$ cat config.mk
export PLATFORM = sky130hd
export DESIGN_NAME = dot_stream_mac
export DESIGN_NICKNAME = d
export VERILOG_FILES = /design/src/rtl/dot_pkg.sv /design/src/rtl/dot_mul_stage.sv /design/src/rtl/dot_stream_mac.sv
export SDC_FILE = /design/constraint.sdc
export NUM_CORES = 1
export LEC_CHECK = 0
export CAP_MARGIN = 20
export CORE_MARGIN = 2
export CORE_UTILIZATION = 60
export CTS_BUF_LIST = sky130_fd_sc_hd__clkbuf_8
export CTS_CLUSTER_DIAMETER = 100
export DETAILED_ROUTE_END_ITERATION = 6
export HOLD_SLACK_MARGIN = 0.05
export PLACE_DENSITY = 0.84
export SYNTH_ARGS = -nofsm -noshare
export SYNTH_HDL_FRONTEND = slang
export SYNTH_SLANG_ARGS = --single-unit
$ cat constraint.sdc
create_clock -name clk -period 3.9 [get_ports clk]
set_input_delay 0.975 -clock clk [delete_from_list [all_inputs] [get_ports clk]]
set_output_delay 0.975 -clock clk [all_outputs]
set_load 0.05 [all_outputs]
$ cat src/rtl/dot_pkg.sv
// Shared types and width helpers for the streaming dot-product engine.
package dot_pkg;

  typedef enum logic [1:0] {
    IDLE  = 2'd0,
    LOAD  = 2'd1,
    DRAIN = 2'd2,
    DONE  = 2'd3
  } state_e;

  // Accumulator width that cannot wrap for n_max products of two dw-bit operands.
  function automatic int unsigned acc_width(input int unsigned dw, input int unsigned n_max);
    return 2 * dw + $clog2(n_max);
  endfunction

endpackage

$ cat src/rtl/dot_mul_stage.sv
// Registered x*h multiplier (pipeline stage 1) with a qualifying valid bit.
module dot_mul_stage #(
  parameter int unsigned DW     = 4,
  parameter bit          SIGNED = 1'b0
) (
  input  logic            clk,
  input  logic            rst_n,
  input  logic            valid_i,
  input  logic [DW-1:0]   x_i,
  input  logic [DW-1:0]   h_i,
  output logic            valid_o,
  output logic [2*DW-1:0] prod_o
);

  localparam int unsigned PW = 2 * DW;

  logic [PW-1:0] prod_d;
  logic [PW-1:0] prod_q;
  logic          valid_q;

  if (SIGNED) begin : g_signed
    logic signed [PW-1:0] xs;
    logic signed [PW-1:0] hs;
    always_comb begin
      xs     = PW'($signed(x_i));
      hs     = PW'($signed(h_i));
      prod_d = PW'(xs * hs);
    end
  end else begin : g_unsigned
    always_comb prod_d = PW'(x_i) * PW'(h_i);
  end

  always_ff @(posedge clk or negedge rst_n) begin
    if (!rst_n) begin
      valid_q <= 1'b0;
      prod_q  <= '0;
    end else begin
      valid_q <= valid_i;
      if (valid_i) prod_q <= prod_d;
    end
  end

  assign valid_o = valid_q;
  assign prod_o  = prod_q;

endmodule

$ cat src/rtl/dot_stream_mac.sv
// Streaming dot-product engine: accepts one x/h pair per cycle and returns
// sum(x*h) under a valid/ready result handshake.
module dot_stream_mac
  import dot_pkg::*;
#(
  parameter int unsigned DW     = 4,
  parameter int unsigned N_MAX  = 10,
  parameter bit          SIGNED = 1'b0,
  parameter int unsigned LW     = $clog2(N_MAX + 1),
  parameter int unsigned AW     = acc_width(DW, N_MAX)
) (
  input  logic          clk,
  input  logic          reset_n,
  input  logic          start,
  input  logic [LW-1:0] len,
  input  logic          in_valid,
  output logic          in_ready,
  input  logic [DW-1:0] in_x,
  input  logic [DW-1:0] in_h,
  output logic          out_valid,
  input  logic          out_ready,
  output logic [AW-1:0] out_y,
  output logic          busy
);

  localparam int unsigned PW = 2 * DW;

  state_e        state_q, state_d;
  logic [LW-1:0] len_q, len_d;
  logic [LW-1:0] cnt_q, cnt_d;
  logic [AW-1:0] acc_q, acc_d;
  logic [AW-1:0] out_y_q, out_y_d;
  logic          in_ready_q, in_ready_d;
  logic          out_valid_q, out_valid_d;
  logic          busy_q, busy_d;

  logic          in_xfer_c;
  logic [LW-1:0] len_clamped_c;
  logic          prod_valid;
  logic [PW-1:0] prod;
  logic [AW-1:0] prod_ext;

  assign in_xfer_c     = in_valid & in_ready_q;
  assign len_clamped_c = (len > LW'(N_MAX)) ? LW'(N_MAX) : len;

  dot_mul_stage #(
    .DW     (DW),
    .SIGNED (SIGNED)
  ) u_mul (
    .clk     (clk),
    .rst_n   (reset_n),
    .valid_i (in_xfer_c),
    .x_i     (in_x),
    .h_i     (in_h),
    .valid_o (prod_valid),
    .prod_o  (prod)
  );

  if (SIGNED) begin : g_ext_signed
    assign prod_ext = AW'($signed(prod));
  end else begin : g_ext_unsigned
    assign prod_ext = AW'(prod);
  end

  // Next state; the accumulator (stage 2) folds in whatever stage 1 registered last cycle.
  always_comb begin
    state_d = state_q;
    len_d   = len_q;
    cnt_d   = cnt_q;
    acc_d   = prod_valid ? acc_q + prod_ext : acc_q;
    unique case (state_q)
      IDLE: begin
        if (start) begin
          acc_d = '0;
          if (len_clamped_c == '0) begin
            state_d = DONE;
          end else begin
            len_d   = len_clamped_c;
            cnt_d   = '0;
            state_d = LOAD;
          end
        end
      end
      LOAD: begin
        if (in_xfer_c) begin
          cnt_d = cnt_q + LW'(1);
          if (cnt_q == len_q - LW'(1)) state_d = DRAIN;
        end
      end
      DRAIN:   state_d = DONE;
      DONE:    if (out_ready) state_d = IDLE;
      default: state_d = IDLE;
    endcase

    in_ready_d  = (state_d == LOAD);
    out_valid_d = (state_d == DONE);
    busy_d      = (state_d != IDLE);
    out_y_d     = ((state_d == DONE) && (state_q != DONE)) ? acc_d : out_y_q;
  end

  always_ff @(posedge clk or negedge reset_n) begin
    if (!reset_n) begin
      state_q     <= IDLE;
      len_q       <= '0;
      cnt_q       <= '0;
      acc_q       <= '0;
      out_y_q     <= '0;
      in_ready_q  <= 1'b0;
      out_valid_q <= 1'b0;
      busy_q      <= 1'b0;
    end else begin
      state_q     <= state_d;
      len_q       <= len_d;
      cnt_q       <= cnt_d;
      acc_q       <= acc_d;
      out_y_q     <= out_y_d;
      in_ready_q  <= in_ready_d;
      out_valid_q <= out_valid_d;
      busy_q      <= busy_d;
    end
  end

  assign in_ready  = in_ready_q;
  assign out_valid = out_valid_q;
  assign out_y     = out_y_q;
  assign busy      = busy_q;

endmodule

==> flow_summary.ini, run 1 <==
; implementation run metrics
[run_status]
status = finished, final reports clean

[final_timing]
layout_min_cycle_time_ps = 3590
timing.hold.ws_ps = 484
max_freq_mhz = 279

[clock_network]
clockBufferDepth = 2
root_buffer = clkbuf_8
cts_resized = 0

[final_layout]
lay_top_cells = dfrtp_1, nand2_1, clkdlybuf4s50_1

[logic_synthesis]
fa_ha_area_share_pct = 12.7
synth_seq_share_pct = 39.0
most_common_cell = dfrtp_1
simple_gate_share_pct = 21.1
ys_sh_mux_pct = 3.52
ys_chip_area_um2 = 2950

[place]
pre_cts_slack_ps = -1.52
io_buffers = 31

[worst_setup_path]
rrSetupSlack_ps = 1660
critPathSlowestCell = fa_1
cp-end-kind = flip-flop

[power]
clkPwrFrac_pct = 12.2
sw_frac_of_total_pct = 44.6
seqPwrFrac_pct = 34.6

[die]
boundaryPins = 32

[job]
warnings = 26
[run 1: through the flow]
step	util [%]	setup TNS (ps)	std cells	power, mW
final	72.0	0	413	2.36
after global routing	72.0	0	413	2.56
after CTS	71.4	0	411	2.38
after detailed placement	69.5	-1.52	403	2.08
after global placement	69.5	0	403	2.04
after floorplan	-	0	317	1.77
[run 1: cell families after synthesis]
group                      count (synthesis)
AOI/OAI and AO/OA                         66
xor gates and xnor gates                  16
adders and majority gates                 27
buffers and inverters                     31
DFF                                       46
muxes                                     10
and+or+nand+nor                          121
[run 1: final cells by class]
cell class,instances,area [um2],share of cell area (%)
tap,67,83.8,2.47
clock buffer,5,68.8,2.02
clock inverter,3,21.3,0.626
inverter,19,71.3,2.10
sequential,46,1150,33.9
timing repair buffer,33,333,9.79
multi-input combinational,240,1670,49.1
[run 1: metal layers]
metal  share of wire, %  up-vias
li1                   -     1164
met1                 45     1101
met2                 48       53
met3                5.5        7
met4                1.1        0
met5                  0        -
[run 1: final timing paths]
kind,end,depth (start not counted)
worst max-delay path,u_mul.prod_o[7],11
worst min-delay path,out_y[11],2
worst max register to register,acc_q[8],8
worst min register to register,out_y[11],2
max in group asynchronous,u_mul.prod_o[6],2
min in group asynchronous,in_ready,1
[run 1: power groups by stage]
stage | logic [mW] | registers, mW | clock network [mW]
floorplan | 0.814 | 0.961 | 0
global placement | 1.22 | 0.817 | 0
detailed placement | 1.25 | 0.827 | 0
CTS | 1.26 | 0.818 | 0.298
global route | 1.40 | 0.846 | 0.316
finish | 1.26 | 0.818 | 0.289
[run 1: flip-flops by register name, indices dropped and copies added, names as in the netlist]
register       count
acc_q             12
busy               1
cnt_q              4
in_ready           1
len_q              4
out_valid          1
out_y             12
state_q            2
u_mul.prod_o       8
u_mul.valid_o      1
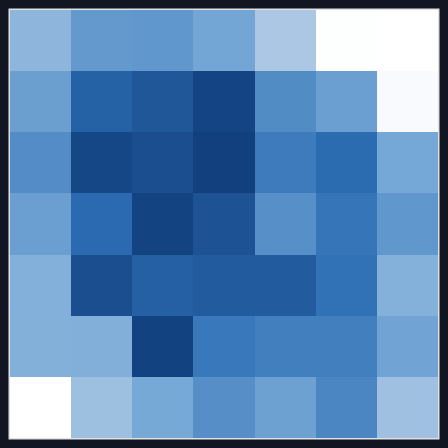
Fig. 1. Cell density map (run 1).
7 x 7 tiles, from white (low) to dark blue (high), 0 to 100% covered.
The emptiest ninth of the die: upper right. The fullest tile reaches 93%. 31% of the tiles are over 75% full. The mean over all tiles is 60%.
final core utilization: 72.0%
Core Region: 4720 um2
Pre-Place Util: 62.4%

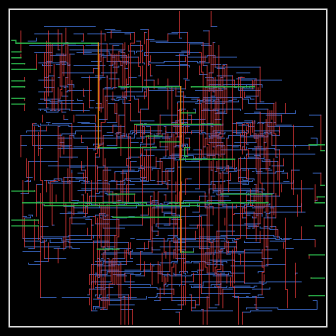
Fig. 2. Signal wires by layer (run 1).
Key: blue = metal 1 [wire length 2,540 um]; green = metal 3 [wire length 307 um]; orange = metal 4 [wire length 63.2 um]; red = metal 2 [wire length 2,690 um]
vias: 2,325
gr usage total: 23.4%
DR WL/cell: 13.5 um

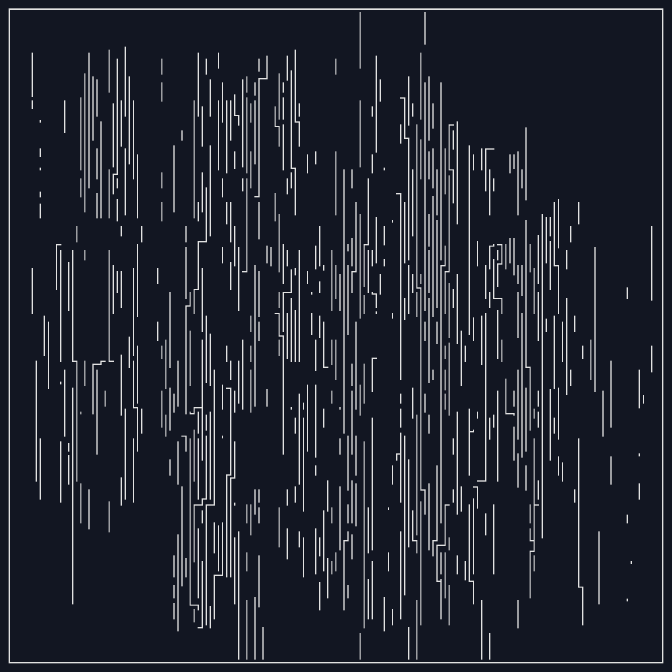
Fig. 3. Met2 routing (run 1).
The longest straight run is 36.7 um. The wires run mostly vertical. 331 nets have wire on it.
GR Layer Usage met2: 39.5%
final wirelength: 5590 um

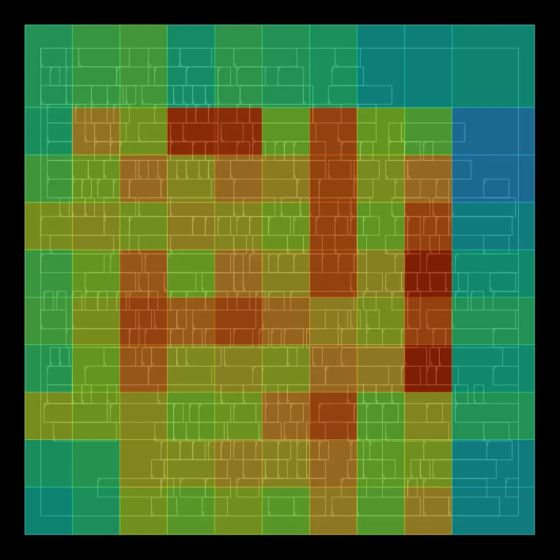
Fig. 4. Track usage over the die (run 1).
most used routing layer: met2
met1 usage: 31.1%
met3 usage in global routing: 4.34%

Fig. 5: run 1, gate-type map
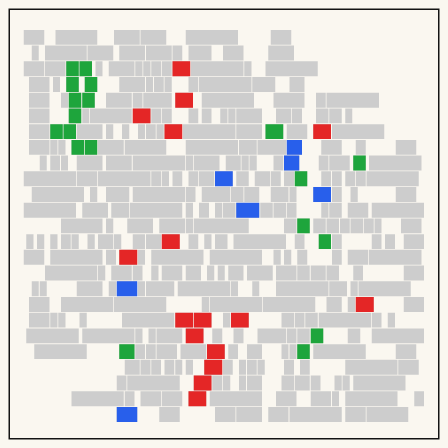

--- run 2 (diff from run 1) ---
==> constraint.sdc (replaced) <==
create_clock -name clk -period 3.9 [get_ports clk]
set_input_delay 0.39 -clock clk [delete_from_list [all_inputs] [get_ports clk]]
set_output_delay 0.39 -clock clk [all_outputs]
set_load 0.05 [all_outputs]
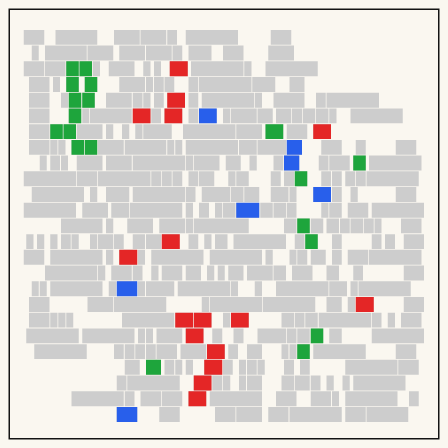
Fig. 6. Gate-type map (run 2).
Key: green = AND and OR gates [cells 19]; red = XOR/XNOR gates [cells 16]; blue = AND-OR and OR-AND gates [cells 7]
highest-count logic cell in the final layout: dfrtp_1
Comb/total area: 49.0%
Post-Layout Cell Count: 414

==> run 2 against run 1 <==
Net effect:
- die area is the same
- synthesized cell count did not move
- clock-buffer cell count unchanged
- fmax up 20%
- hold slack gained 4.7 ps
- synthesized area is the same
- combinational power about the same
- cell count rose by 0.24%
- clock skew grew 2.3 ps
- wire length grew 2.9%
- first-iteration DRC count increased by 16%
==> flow_summary.ini, run 2 <==
; implementation run metrics
[run_status]
status = finished, final reports clean

[worst_setup_path]
reg2reg_to = acc_q[8]
cp-end-kind = flip-flop
reg2regPathDepth = 8
critPathCapture = u_mul.prod_o[7]
rrSetupSlack_ps = 1630
r2r_start = u_mul.prod_o[0]

[clock_network]
cts.sinks = 46
root_buffer = clkbuf_8
cts_made_buffers = 5
clockBufferDepth = 2
clock_latency_ps = 300

[logic_synthesis]
flop_cell = dfrtp_1
top_cells_by_area = dfrtp_1, ha_1, nand2_1
ys_chip_area_um2 = 2950
ys_sh_mux_pct = 3.52
most_common_cell = dfrtp_1
synth_seq_share_pct = 39.0
synth_cells = 317
fa_ha_area_share_pct = 12.7
yosys-top-cells-count = dfrtp_1, nand2_1, ha_1, a21oi_1, inv_1
yosys_warnings = 0
synth_flops = 46
simple_gate_share_pct = 21.1

[final_timing]
max_freq_mhz = 333
final.setup_skew_ps = 13.7
finalHoldViolations = 0
layout_min_cycle_time_ps = 3000
finalSetupTns_ps = 0

[power]
power_density_nw_per_um2 = 695

[final_layout]
lay_top_cells = dfrtp_1, nand2_1, clkdlybuf4s50_1
diodes = 0

[place]
io_buffers = 31

[detailed_routing]
drt_wl_total_um = 5760
vias = 2359
wl_per_cell_um = 13.9

[min_path]
holdPathStages = 2
whs_endpoint = out_y[11]

[die]
coreArea_um2 = 4720
initCoreUtil_pct = 62.4
boundaryPins = 32

[global_route]
grt_antenna_before_repair = 0
grt_pass1_vias = 2269
grt_usage_pct = 23.6

[job]
warnings = 26
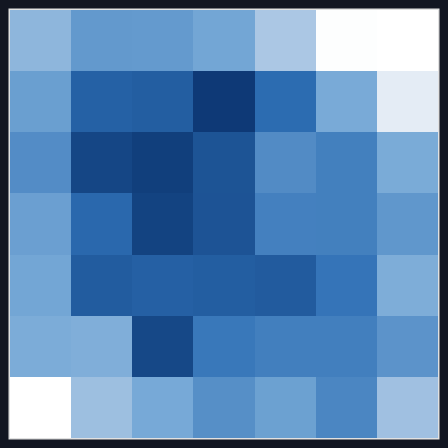
Fig. 7. Cell density map (run 2).
7 x 7 tiles, from white (low) to dark blue (high), 0 to 100% covered.
The emptiest ninth of the die: upper right. The fullest tile reaches 96%. 6.1% of the tiles are nearly empty.
final core utilization: 72.2%

run 2: routing by layer:
metal | global-route usage [%] | vias up | part of all wire, % | routed length [um]
met5 | 0 | - | 0 | 0
met4 | 8.08 | 0 | 1.8 | 103
met3 | 4.88 | 9 | 4.8 | 275
met2 | 38.9 | 64 | 48 | 2780
met1 | 31.0 | 1120 | 45 | 2600
li1 | - | 1166 | - | -
run 2: area by class of cell:
cell class | instances | area, um2 | share of cell area (%)
clock buffers | 5 | 68.8 | 2.02
clock inverters | 3 | 21.3 | 0.624
inverters | 19 | 71.3 | 2.09
multi-input cells | 240 | 1670 | 49.0
flip-flops and latches | 46 | 1150 | 33.8
well taps | 67 | 83.8 | 2.46
repair buffers | 34 | 343 | 10.1
run 2: stage by stage:
step                setup WS (ps)  std cells  hold slack, ps  power [mW]  instance area, um2
global route                  776        414             517        2.57                3410
detailed placement            582        403             469        2.08                3280
floorplan                    1300        317            94.4        1.77                2950
CTS                           902        411             277        2.38                3370
finish                        901        414             489        2.37                3410
global placement              700        403             461        2.04                3280
run 2: worst max-delay path, cell delays in order:
cell and delay [ps]:
clkdlybuf4s50_1 520, nand2_1 110, fa_1 520, fa_1 610, inv_1 60, ha_1 290, a21oi_1 150, o21ai_0 120
a21oi_1 190, xor2_1 150, o21ai_0 80
run 2: where the power goes:
group / total [mW] / switching [mW] / internal (mW)
registers: 0.822 / 0.162 / 0.659
clock network: 0.288 / 0.162 / 0.126
logic: 1.26 / 0.737 / 0.524
run 2: what timing repair did:
item | 4_1_cts | 5_1_grt
endpoints found under the setup margin | 0 | 0
resized | 0 | 0
hold buffers | 0 | 1
endpoints found under the hold margin | 0 | 11
Fig. 8: run 2, signal wires by layer
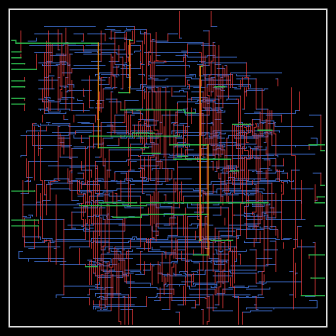

--- run 3 (diff from run 2) ---
CORE_UTILIZATION = 53   (was 60)
PLACE_DENSITY = 0.79   (was 0.84)
clock period = 2.6 ns   (was 3.9 ns; I/O delays follow)
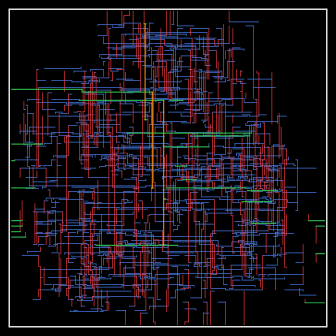
Fig. 9. Signal wires by layer (run 3).
Key: orange = metal 4 [wire length 83.6 um]; blue = metal 1 [wire length 2,850 um]; red = metal 2 [wire length 2,860 um]; green = metal 3 [wire length 221 um]
final wirelength: 6020 um
DR WL/cell: 14.0 um
vias: 2,377
gr usage total: 21.5%

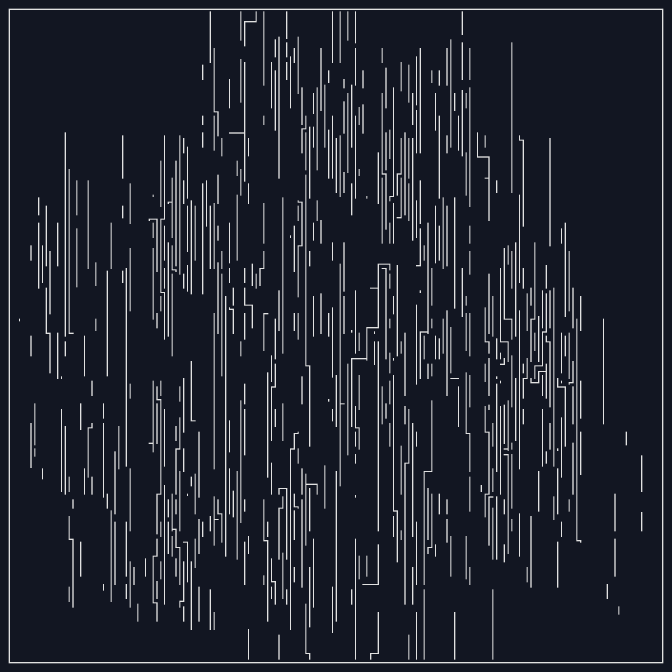
Fig. 10. Met2 routing (run 3).
The layer carries 2,860 um of wire. The wires run mostly vertical. The longest straight run is 31.3 um. The layer holds 48% of the routed length. 341 nets have wire on it.
GR Layer Usage met2: 35.9%

==> run 3 against run 2 <==
Net effect:
- sequential share of layout area shrank 1.4 points
- critical path type unchanged
- non-clock buffer count grew 11
- hold slack lost 130 ps
- clock power grew 88%
- critical path depth shrank 1
- design area grew 4.2%
- die area grew 12%
- via count grew 0.76%
==> flow_summary.ini, run 3 <==
; implementation run metrics
[logic_synthesis]
most_common_cell = dfrtp_1
yosys-top-cells-count = dfrtp_1, nand2_1, ha_1, a21oi_1, inv_1
synth_seq_share_pct = 39.0
ys_chip_area_um2 = 2950
top_cells_by_area = dfrtp_1, ha_1, nand2_1

[place]
io_buffers = 31
pre_cts_slack_ps = -575

[final_layout]
register_area_um2 = 1150
finalNonFillerCells = 430
final_util_pct = 65.3

[run_status]
status = finished, final reports clean

[global_route]
grt_pass1_vias = 2357

[final_timing]
finalSetupTns_ps = 0
timing.hold.ws_ps = 363
setup_slack_ps = 196
layout_min_cycle_time_ps = 2400

[worst_setup_path]
critPathSlowestCell = fa_1
path_delay_family = adder cells
cp_num_buf_inv = 2
reg2regPathDepth = 8
crit_path_max_incr_delay_ps = 570

[clock_network]
clockBufferDepth = 2

[power]
power_density_nw_per_um2 = 1040
[run 3: cell count changes in the layout (fill, tap and decap cells not counted), moves of 2 or more]
cell / change
buf_4: +11
clkdlybuf4s50_1: -6
o21ai_0: -4
dlygate4sd2_1: +3
dlymetal6s2s_1: +3
o21ai_1: +3
a21oi_1: -2
a21oi_2: +2
[run 3: worst paths after layout]
path                              endpoint  slack [ps]
max                        u_mul.prod_o[6]         200
min                              out_y[10]         360
max reg2reg                       acc_q[8]         330
min reg2reg                       out_y[2]         490
max in group asynchronous         out_y[4]        1770
min in group clk           u_mul.prod_o[0]         390
[run 3: where the power goes]
part | internal (mW) | total (mW) | leakage, nW | switching (mW)
clock network | 0.286 | 0.540 | 0.0504 | 0.254
registers | 0.989 | 1.23 | 0.558 | 0.241
logic | 0.808 | 1.92 | 0.984 | 1.11
[run 3: cell families (layout without fill, tap and decap cells)]
group           count (synthesis)  after routing  synth area share, %
compound gates                 66             66                 14.6
xor+xnor                       16             16                 4.75
fa+ha+maj                      27             27                 12.7
buf+inv                        31             72                 4.29
flops                          46             46                 39.0
mux                            10             10                 3.52
simple gates                  121            121                 21.1
[run 3: metal layers]
layer / wire (um) / GRT usage (%)
met1: 2850 / 27.4
met2: 2860 / 35.9
met3: 220 / 5.40
met4: 83 / 6.49
met5: 0 / 0
[run 3: repair_timing]
item | in CTS | in global routing
hold endpoints to repair | 0 | 11
pin swaps | 8 | 11
hold buffers | 0 | 1
endpoints found under the setup margin | 4 | 3
gates resized | 8 | 8
[run 3: layout make-up]
type | instances | area share [%]
Inverter | 19 | 2.01
Clock buffer | 5 | 1.94
Timing Repair Buffer | 45 | 12.1
Sequential cell | 46 | 32.4
Tap cell | 72 | 2.54
Clock inverter | 3 | 1.27
Multi-Input combinational cell | 240 | 47.8
Power figures rest on the tool's default switching activity, not on a simulated workload.
